$ cat src/rtl/axi4lite_pkg.sv
// Shared definitions for the parametrised AXI4-Lite master: response codes,
// FSM state encoding and parameter legality helpers.
package axi4lite_pkg;

    localparam logic [1:0] RESP_OKAY   = 2'b00;
    localparam logic [1:0] RESP_EXOKAY = 2'b01;
    localparam logic [1:0] RESP_SLVERR = 2'b10;
    localparam logic [1:0] RESP_DECERR = 2'b11;

    typedef enum logic [2:0] {
        IDLE    = 3'd0,
        WR_AW_W = 3'd1,
        WR_RESP = 3'd2,
        RD_AR   = 3'd3,
        RD_DATA = 3'd4
    } state_t;

    function automatic bit data_w_legal(input int width);
        return (width == 8) || (width == 16) || (width == 32) || (width == 64);
    endfunction

    function automatic bit addr_w_legal(input int width);
        return (width >= 1) && (width <= 32);
    endfunction

endpackage

$ cat src/rtl/axi4lite_watchdog.sv
// Transaction watchdog for the AXI4-Lite master; only built when AXI4L_TIMEOUT_EN
// is defined, since the master instantiates it only in that configuration.
`ifdef AXI4L_TIMEOUT_EN
module axi4lite_watchdog #(
    parameter int TIMEOUT_CYCLES = 256
) (
    input  logic i_clk,
    input  logic i_rst_n,
    input  logic i_clr,
    input  logic i_en,
    output logic o_expired
);

    localparam int CNT_W = $clog2(TIMEOUT_CYCLES + 1);
    localparam logic [CNT_W-1:0] LIMIT = CNT_W'(TIMEOUT_CYCLES - 1);

    logic [CNT_W-1:0] r_cnt;

    // r_cnt holds the number of busy cycles already elapsed, so the cycle in
    // which it equals LIMIT is the TIMEOUT_CYCLES-th busy cycle.
    always_ff @(posedge i_clk or negedge i_rst_n) begin
        if (!i_rst_n) begin
            r_cnt <= '0;
        end else if (i_clr) begin
            r_cnt <= '0;
        end else if (i_en && (r_cnt != LIMIT)) begin
            r_cnt <= r_cnt + 1'b1;
        end
    end

    assign o_expired = i_en && (r_cnt == LIMIT);

endmodule
`endif

$ cat src/rtl/axi4lite_master_param.sv
// Parametrised AXI4-Lite master: single outstanding transaction, AW and W issued together.
// Define AXI4L_TIMEOUT_EN to add the watchdog abort (SLVERR + rsp_timeout).
module axi4lite_master_param
    import axi4lite_pkg::*;
#(
    parameter int  ADDR_W         = 8,
    parameter int  DATA_W         = 32,
    parameter int  TIMEOUT_CYCLES = 256,
    localparam int STRB_W         = DATA_W / 8
) (
    input  logic              m_axi_aclk,
    input  logic              m_axi_aresetn,

    input  logic              req_valid,
    output logic              req_ready,
    input  logic              req_write,
    input  logic [ADDR_W-1:0] req_addr,
    input  logic [DATA_W-1:0] req_wdata,
    input  logic [STRB_W-1:0] req_wstrb,

    output logic              rsp_valid,
    output logic [DATA_W-1:0] rsp_rdata,
    output logic [1:0]        rsp_resp,
    output logic              rsp_err,
    output logic              rsp_timeout,
    output logic              busy,

    output logic [ADDR_W-1:0] m_axi_awaddr,
    output logic              m_axi_awvalid,
    input  logic              m_axi_awready,

    output logic [DATA_W-1:0] m_axi_wdata,
    output logic [STRB_W-1:0] m_axi_wstrb,
    output logic              m_axi_wvalid,
    input  logic              m_axi_wready,

    input  logic [1:0]        m_axi_bresp,
    input  logic              m_axi_bvalid,
    output logic              m_axi_bready,

    output logic [ADDR_W-1:0] m_axi_araddr,
    output logic              m_axi_arvalid,
    input  logic              m_axi_arready,

    input  logic [DATA_W-1:0] m_axi_rdata,
    input  logic [1:0]        m_axi_rresp,
    input  logic              m_axi_rvalid,
    output logic              m_axi_rready
);

    if (!data_w_legal(DATA_W)) begin : g_bad_data_w
        $error("axi4lite_master_param: DATA_W must be 8, 16, 32 or 64");
    end
    if (!addr_w_legal(ADDR_W)) begin : g_bad_addr_w
        $error("axi4lite_master_param: ADDR_W must be in 1..32");
    end
    if (TIMEOUT_CYCLES < 2) begin : g_bad_timeout
        $error("axi4lite_master_param: TIMEOUT_CYCLES must be >= 2");
    end

    state_t            r_state;
    state_t            w_next_state;
    logic              r_req_ready;
    logic [ADDR_W-1:0] r_addr;
    logic [DATA_W-1:0] r_wdata;
    logic [STRB_W-1:0] r_wstrb;
    logic              r_aw_done;
    logic              r_w_done;
    logic              r_rsp_valid;
    logic [DATA_W-1:0] r_rdata;
    logic [1:0]        r_resp;

    logic w_accept;
    logic w_aw_hs;
    logic w_w_hs;
    logic w_b_hs;
    logic w_ar_hs;
    logic w_r_hs;
    logic w_aw_done;
    logic w_w_done;
    logic w_expired;
    logic w_abort;

    assign w_accept  = req_valid && r_req_ready;
    assign w_aw_hs   = m_axi_awvalid && m_axi_awready;
    assign w_w_hs    = m_axi_wvalid && m_axi_wready;
    assign w_b_hs    = m_axi_bvalid && m_axi_bready;
    assign w_ar_hs   = m_axi_arvalid && m_axi_arready;
    assign w_r_hs    = m_axi_rvalid && m_axi_rready;
    assign w_aw_done = r_aw_done || w_aw_hs;
    assign w_w_done  = r_w_done || w_w_hs;

    always_ff @(posedge m_axi_aclk or negedge m_axi_aresetn) begin
        if (!m_axi_aresetn) begin
            r_state <= IDLE;
        end else begin
            r_state <= w_next_state;
        end
    end

    // A completing handshake takes priority over a watchdog expiry in the same cycle.
    always_comb begin
        w_next_state = r_state;
        w_abort      = 1'b0;
        case (r_state)
            IDLE: begin
                if (w_accept) begin
                    w_next_state = req_write ? WR_AW_W : RD_AR;
                end
            end
            WR_AW_W: begin
                if (w_aw_done && w_w_done) begin
                    w_next_state = WR_RESP;
                end else if (w_expired) begin
                    w_abort = 1'b1;
                end
            end
            WR_RESP: begin
                if (w_b_hs) begin
                    w_next_state = IDLE;
                end else if (w_expired) begin
                    w_abort = 1'b1;
                end
            end
            RD_AR: begin
                if (w_ar_hs) begin
                    w_next_state = RD_DATA;
                end else if (w_expired) begin
                    w_abort = 1'b1;
                end
            end
            RD_DATA: begin
                if (w_r_hs) begin
                    w_next_state = IDLE;
                end else if (w_expired) begin
                    w_abort = 1'b1;
                end
            end
            default: begin
                w_next_state = IDLE;
            end
        endcase
        if (w_abort) begin
            w_next_state = IDLE;
        end
    end

    always_ff @(posedge m_axi_aclk or negedge m_axi_aresetn) begin
        if (!m_axi_aresetn) begin
            r_req_ready <= 1'b1;
            r_aw_done   <= 1'b0;
            r_w_done    <= 1'b0;
            r_addr      <= '0;
            r_wdata     <= '0;
            r_wstrb     <= '0;
        end else begin
            r_req_ready <= (w_next_state == IDLE);
            if (w_accept) begin
                r_aw_done <= 1'b0;
                r_w_done  <= 1'b0;
                r_addr    <= req_addr;
                r_wdata   <= req_wdata;
                r_wstrb   <= req_wstrb;
            end else begin
                if (w_aw_hs) begin
                    r_aw_done <= 1'b1;
                end
                if (w_w_hs) begin
                    r_w_done <= 1'b1;
                end
            end
        end
    end

    // Response stage: one-cycle pulse after B/R handshake or watchdog abort.
    always_ff @(posedge m_axi_aclk or negedge m_axi_aresetn) begin
        if (!m_axi_aresetn) begin
            r_rsp_valid <= 1'b0;
            r_resp      <= RESP_OKAY;
            r_rdata     <= '0;
        end else begin
            r_rsp_valid <= 1'b0;
            if (w_b_hs) begin
                r_rsp_valid <= 1'b1;
                r_resp      <= m_axi_bresp;
            end else if (w_r_hs) begin
                r_rsp_valid <= 1'b1;
                r_resp      <= m_axi_rresp;
                r_rdata     <= m_axi_rdata;
            end else if (w_abort) begin
                r_rsp_valid <= 1'b1;
                r_resp      <= RESP_SLVERR;
            end
        end
    end

`ifdef AXI4L_TIMEOUT_EN
    logic r_rsp_timeout;

    axi4lite_watchdog #(
        .TIMEOUT_CYCLES(TIMEOUT_CYCLES)
    ) u_watchdog (
        .i_clk     (m_axi_aclk),
        .i_rst_n   (m_axi_aresetn),
        .i_clr     (w_accept),
        .i_en      (busy),
        .o_expired (w_expired)
    );

    always_ff @(posedge m_axi_aclk or negedge m_axi_aresetn) begin
        if (!m_axi_aresetn) begin
            r_rsp_timeout <= 1'b0;
        end else begin
            r_rsp_timeout <= w_abort;
        end
    end

    assign rsp_timeout = r_rsp_timeout;
`else
    assign w_expired   = 1'b0;
    assign rsp_timeout = 1'b0;
`endif

    assign req_ready     = r_req_ready;
    assign busy          = (r_state != IDLE);
    assign rsp_valid     = r_rsp_valid;
    assign rsp_rdata     = r_rdata;
    assign rsp_resp      = r_resp;
    assign rsp_err       = r_rsp_valid && r_resp[1];

    assign m_axi_awaddr  = r_addr;
    assign m_axi_awvalid = (r_state == WR_AW_W) && !r_aw_done;
    assign m_axi_wdata   = r_wdata;
    assign m_axi_wstrb   = r_wstrb;
    assign m_axi_wvalid  = (r_state == WR_AW_W) && !r_w_done;
    assign m_axi_bready  = (r_state == WR_RESP);
    assign m_axi_araddr  = r_addr;
    assign m_axi_arvalid = (r_state == RD_AR);
    assign m_axi_rready  = (r_state == RD_DATA);

endmodule

$ cat config.mk
export PLATFORM = sky130hd
export DESIGN_NAME = axi4lite_master_param
export DESIGN_NICKNAME = d
export VERILOG_FILES = /design/src/rtl/axi4lite_pkg.sv /design/src/rtl/axi4lite_watchdog.sv /design/src/rtl/axi4lite_master_param.sv
export SDC_FILE = /design/constraint.sdc
export NUM_CORES = 1
export LEC_CHECK = 0
export CORE_MARGIN = 1.5
export CORE_UTILIZATION = 36
export CTS_CLUSTER_SIZE = 40
export DETAILED_ROUTE_END_ITERATION = 10
export PLACE_DENSITY = 0.77
export RECOVER_POWER = 100
export SLEW_MARGIN = 10
export SYNTH_ARGS = -nofsm -noshare
export SYNTH_HDL_FRONTEND = slang
export SYNTH_SLANG_ARGS = --single-unit
$ cat constraint.sdc
create_clock -name m_axi_aclk -period 1.57 [get_ports m_axi_aclk]
set_input_delay 0.2355 -clock m_axi_aclk [delete_from_list [all_inputs] [get_ports m_axi_aclk]]
set_output_delay 0.2355 -clock m_axi_aclk [all_outputs]
set_load 0.005 [all_outputs]
==> changes_impl.md, run 1 <==
### Changed

* Die area at 10300 um^2
* Crit-path cells: buf_6 -> and4bb_4 -> buf_8 -> mux2_4
* Most instantiated logic cells after routing: clkdlybuf4s50_1, dfrtp_1, mux2_2, mux2_4, buf_4
* Violated checks: negative setup slack
* Area growth from synthesis to layout at 66.6%
* Met3 Wirelength at 675 um
* Count of library flops with an enable pin at 0
* Syn_nets at 309
* Top power group: combinational logic
* Non-Filler Instances at 552
* Hpwl dp at 6190 um
* Yosys simple share at 3.47%
* Uppermost routed layer: met4
* Hold Path Origin: m_axi_rdata[20]
* Buffers on Ports at 183
* FFs & Latches at 85
* Floorplan utilization at 37.5%
* Initial antenna violation count at 0
* MI comb cells at 111
* Static Leakage at 2.51 nW
* RR Startpoint: r_state[0]$_DFF_PN0_
* Total CTS buffers at 9
* Status: finished with violations
* Yosys reg bits at 85
* Worst Hold End: rsp_rdata[20]$_DFFE_PN0P_
* FF/Latch Area at 2130 um^2
* # setup viols final at 26
* Fmax achieved at 0.616 GHz
* M1 wire length at 3590 um
* Layout non-clock buf frac at 35.8%
* Yosys top cell by instances: dfrtp_1
* GR peak layer: met2
* Worst EP required at 1790 ps
* Distinct lib cells used at 33
* Final WL at 8760 um
* Register-to-register setup slack at -50 ps
* Finished Core Util at 62.6%
* Critical path origin: r_state[0]$_DFF_PN0_
* Max Root-Sink Buffers at 2
* CORE AREA at 9330 um^2
* RSZ-0062 raised after global routing: yes
* Share of post-route cells with drive strength above 1 at 32.4%
* Final Slew Violations at 0
* Setup crit start kind: flop
* Worst vdd ir at 798 uV
* Root buffer cell: clkbuf_8
* Hold Crit Depth at 2
* Crit. End Element: flop
* Net switching power at 2.81 mW
* Setup ws final at -52.3 ps
* DRC at 0
* Final antenna-violating net count at 0
* Yosys adder share at 0%
* Seq. pwr at 3.91 mW
* Top post-synthesis cells by count: dfrtp_1, mux2_2, mux2_4
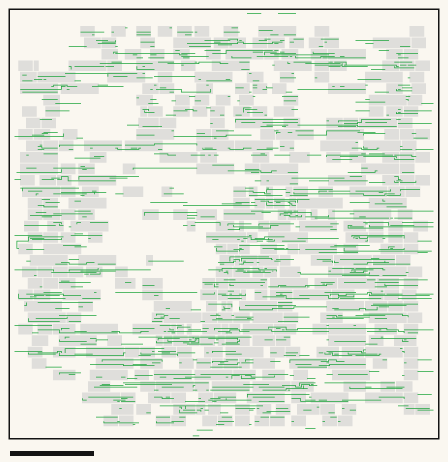
**Above:** run 1 (metal 1).
Bar = 20 um.
- longest straight run: 24.4 um
- nets with wire on the layer: 431
- wire length on this layer: 3590 um

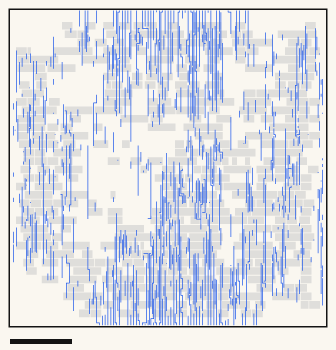
**Above:** run 1 (signal wires on met2).
Bar = 20 um.
- longest straight run: 32.8 um
- wire length on this layer: 4310 um

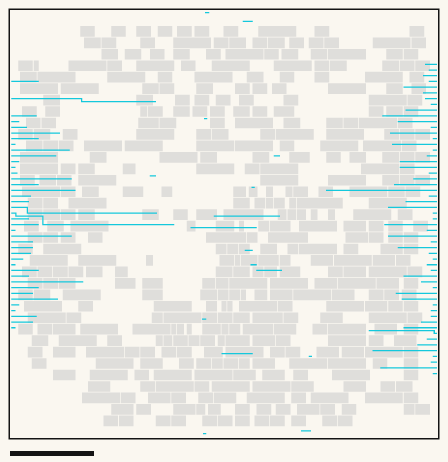
**Above:** run 1 (signal wires on met3).
Bar = 20 um.
- nets with wire on the layer: 102
- share of all routed wire: 7.7%

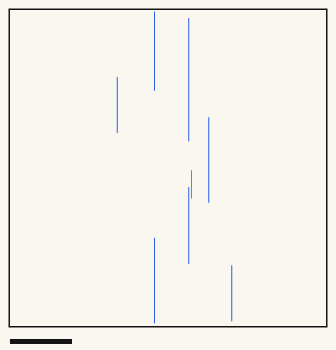
**Above:** run 1 (met4 routing).
Bar = 20 um.
- share of all routed wire: 2.1%
- nets with wire on the layer: 8

==> run 2: changes to the inputs <==
--- a/config.mk
+++ b/config.mk
@@ -11,6 +11,7 @@
 export DETAILED_ROUTE_END_ITERATION = 10
 export PLACE_DENSITY = 0.77
 export RECOVER_POWER = 100
+export SETUP_SLACK_MARGIN = 0.02
 export SLEW_MARGIN = 10
 export SYNTH_ARGS = -nofsm -noshare
 export SYNTH_HDL_FRONTEND = slang
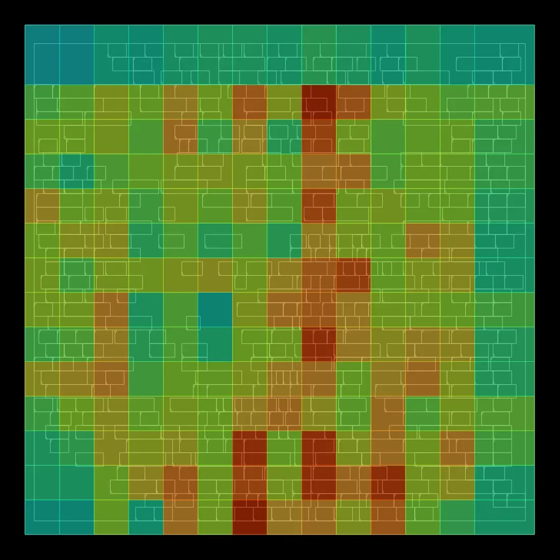
**Above:** run 2 (track usage over the die).
global router's overall resource usage: 17.5%
Finished Core Util: 63.5%
Routed WL per cell: 16.1 um
met2 Use GR: 28.9%

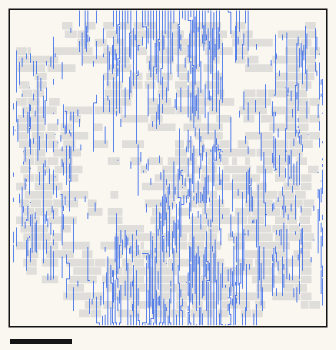
**Above:** run 2 (signal wires on met2).
Bar = 20 um.
- longest straight run: 36.4 um
- share of all routed wire: 50%

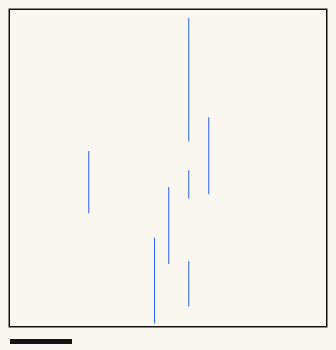
**Above:** run 2 (met4 routing).
Bar = 20 um.
- share of all routed wire: 1.8%
- wire length on this layer: 158 um

==> run 2 against run 1 <==
- the run still ends with negative setup slack left
- sequential share of layout area fell by 0.54 points
- global-route usage rose by 0.71 points
- clock skew is 1.0 ps higher
- setup slack gained 4.1 ps
- first-iteration DRC count shrank 33%
- worst hold slack is essentially flat
- largest power group unchanged
==> changes_impl.md, run 2 <==
### Changed

* Most instantiated logic cells after routing: clkdlybuf4s50_1, dfrtp_1, mux2_2, mux2_4
* Area growth from synthesis to layout at 69.1%
* Crit-path cells: buf_6 -> and4bb_4 -> buf_6 -> buf_12 -> mux2_4
* GR peak layer: met2
* Seq. pwr at 3.92 mW (about the same)
* Worst vdd ir at 810 uV (+1.5%)
* Syn_nets at 309 (unchanged)
* Top post-synthesis cells by count: dfrtp_1, mux2_2, mux2_4
* # setup viols final at 33 (+27%)
* Buffers on Ports at 183 (unchanged)
* Register-to-register setup slack at -50 ps (about the same)
* Final Slew Violations at 0 (unchanged)
* FFs & Latches at 85 (unchanged)
* Critical path origin: r_state[1]$_DFF_PN0_
* DRC at 0 (unchanged)
* Hpwl dp at 6190 um (unchanged)
* Top power group: combinational logic
* CORE AREA at 9330 um^2 (unchanged)
* Count of library flops with an enable pin at 0 (unchanged)
* Layout non-clock buf frac at 36.7% (+0.91 points)
* Worst Hold End: rsp_rdata[20]$_DFFE_PN0P_
* Met3 Wirelength at 686 um (+1.6%)
* RSZ-0062 raised after global routing: yes
* Distinct lib cells used at 33 (unchanged)
* Fmax achieved at 0.618 GHz (+0.25%)
* Status: finished with violations
* Final Hold Violation Tally at 0
* Floorplan utilization at 37.5% (unchanged)
* Die area at 10300 um^2 (unchanged)
* Crit. End Element: flop
* Non-Filler Instances at 553 (+0.18%)
* Yosys simple share at 3.47% (unchanged)
* Share of post-route cells with drive strength above 1 at 33.3% (+0.87 points)
* Setup crit start kind: flop
* Die H at 102 um
* Total CTS buffers at 9 (unchanged)
* Hold Crit Depth at 2 (unchanged)
* Root buffer cell: clkbuf_8
* Final antenna-violating net count at 0 (unchanged)
* Worst EP required at 1800 ps (about the same)
* Yosys reg bits at 85 (unchanged)
* FF/Latch Area at 2130 um^2 (unchanged)
* Uppermost routed layer: met4
* Net switching power at 2.82 mW (+0.32%)
* Clock share of power at 14.8%
* Setup ws final at -48.1 ps (+4.12 ps)
* Final WL at 8910 um (+1.6%)
* Violated checks: negative setup slack
* MI comb cells at 111 (unchanged)
* Max Root-Sink Buffers at 2 (unchanged)
* Yosys adder share at 0% (unchanged)
==> run 3: changes to the inputs <==
--- a/config.mk
+++ b/config.mk
@@ -9,6 +9,7 @@
 export CORE_UTILIZATION = 36
 export CTS_CLUSTER_SIZE = 40
 export DETAILED_ROUTE_END_ITERATION = 10
+export GPL_ROUTABILITY_DRIVEN = 0
 export PLACE_DENSITY = 0.77
 export RECOVER_POWER = 100
 export SETUP_SLACK_MARGIN = 0.02
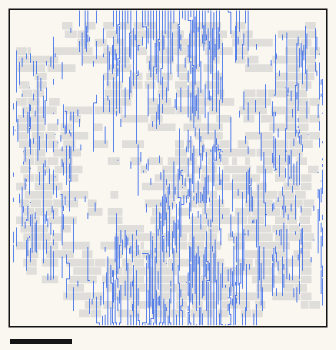
**Above:** run 3 (signal wires on met2).
Bar = 20 um.
- longest straight run: 36.4 um
- share of all routed wire: 50%

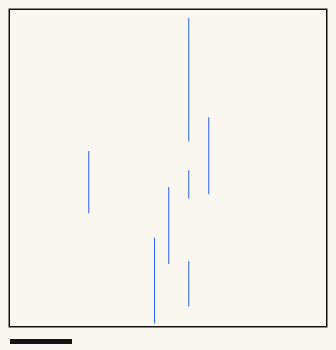
**Above:** run 3 (met4 routing).
Bar = 20 um.
- share of all routed wire: 1.8%
- nets with wire on the layer: 6
- longest straight run: 39.4 um
- main direction: vertical

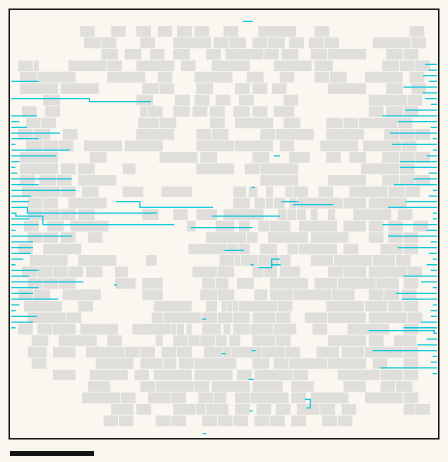
**Above:** run 3 (signal wires on met3).
Bar = 20 um.
- nets with wire on the layer: 105
- main direction: horizontal
- wire length on this layer: 686 um
- longest straight run: 31.0 um

==> run 3 against run 2 <==
- the flow still finishes with violations (negative setup slack)
- count of clock-buffer cells in the layout unchanged
- final area stayed put
- worst hold slack unchanged
- non-clock buffer count unchanged
- critical endpoint unchanged
- largest cell class unchanged
==> changes_impl.md, run 3 <==
### Changed

* Status: finished with violations
* Violated checks: negative setup slack
* Reg-to-reg endpoint: rsp_rdata[31]$_DFFE_PN0P_
* Crit. End Element: flop
* Count of library flops with an enable pin at 0 (unchanged)
* Setup ws final at -48.1 ps (unchanged)
* Setup crit start kind: flop
* GR peak layer: met2
* # setup viols final at 33 (unchanged)
* Seq. pwr at 3.92 mW (about the same)
* Most instantiated logic cells after routing: clkdlybuf4s50_1, dfrtp_1, mux2_2, mux2_4
* Buffers on Ports at 183 (unchanged)
* FFs & Latches at 85 (unchanged)
* Worst Hold End: rsp_rdata[20]$_DFFE_PN0P_
* Yosys adder share at 0% (unchanged)
* Finished Core Util at 63.5% (unchanged)
* Crit-path cells: buf_6 -> and4bb_4 -> buf_6 -> buf_12 -> mux2_4
* Root buffer cell: clkbuf_8
* Layout non-clock buf frac at 36.7% (unchanged)
* Met3 Wirelength at 686 um (unchanged)
* Max Root-Sink Buffers at 2 (unchanged)
* Worst vdd ir at 810 uV (unchanged)
* Top post-synthesis cells by count: dfrtp_1, mux2_2, mux2_4
* Distinct lib cells used at 33 (unchanged)
* # nets final at 509
* MI comb cells at 111 (unchanged)
* Final Slew Violations at 0 (unchanged)
* Final WL at 8910 um (unchanged)
* Non-Filler Instances at 553 (unchanged)
* Combinational Power Share at 47.8%
* Worst EP required at 1800 ps (about the same)
* Net switching power at 2.82 mW (unchanged)
* Fmax achieved at 0.618 GHz (unchanged)
* CORE AREA at 9330 um^2 (unchanged)
* Final Skew at 12.7 ps
* Clock share of power at 14.8% (about the same)
* Syn_nets at 309 (unchanged)
* Routed WL per cell at 16.1 um (unchanged)
* Final antenna-violating net count at 0 (unchanged)
* Top power group: combinational logic
* Floorplan utilization at 37.5% (unchanged)
* Yosys reg bits at 85 (unchanged)
* Die H at 102 um (unchanged)
* Register-to-register setup slack at -50 ps (about the same)
* Total CTS buffers at 9 (unchanged)
* Yosys simple share at 3.47% (unchanged)
* DRC at 0 (unchanged)
* Die area at 10300 um^2 (unchanged)
* Uppermost routed layer: met4
Power figures rest on the tool's default switching activity, not on a simulated workload.
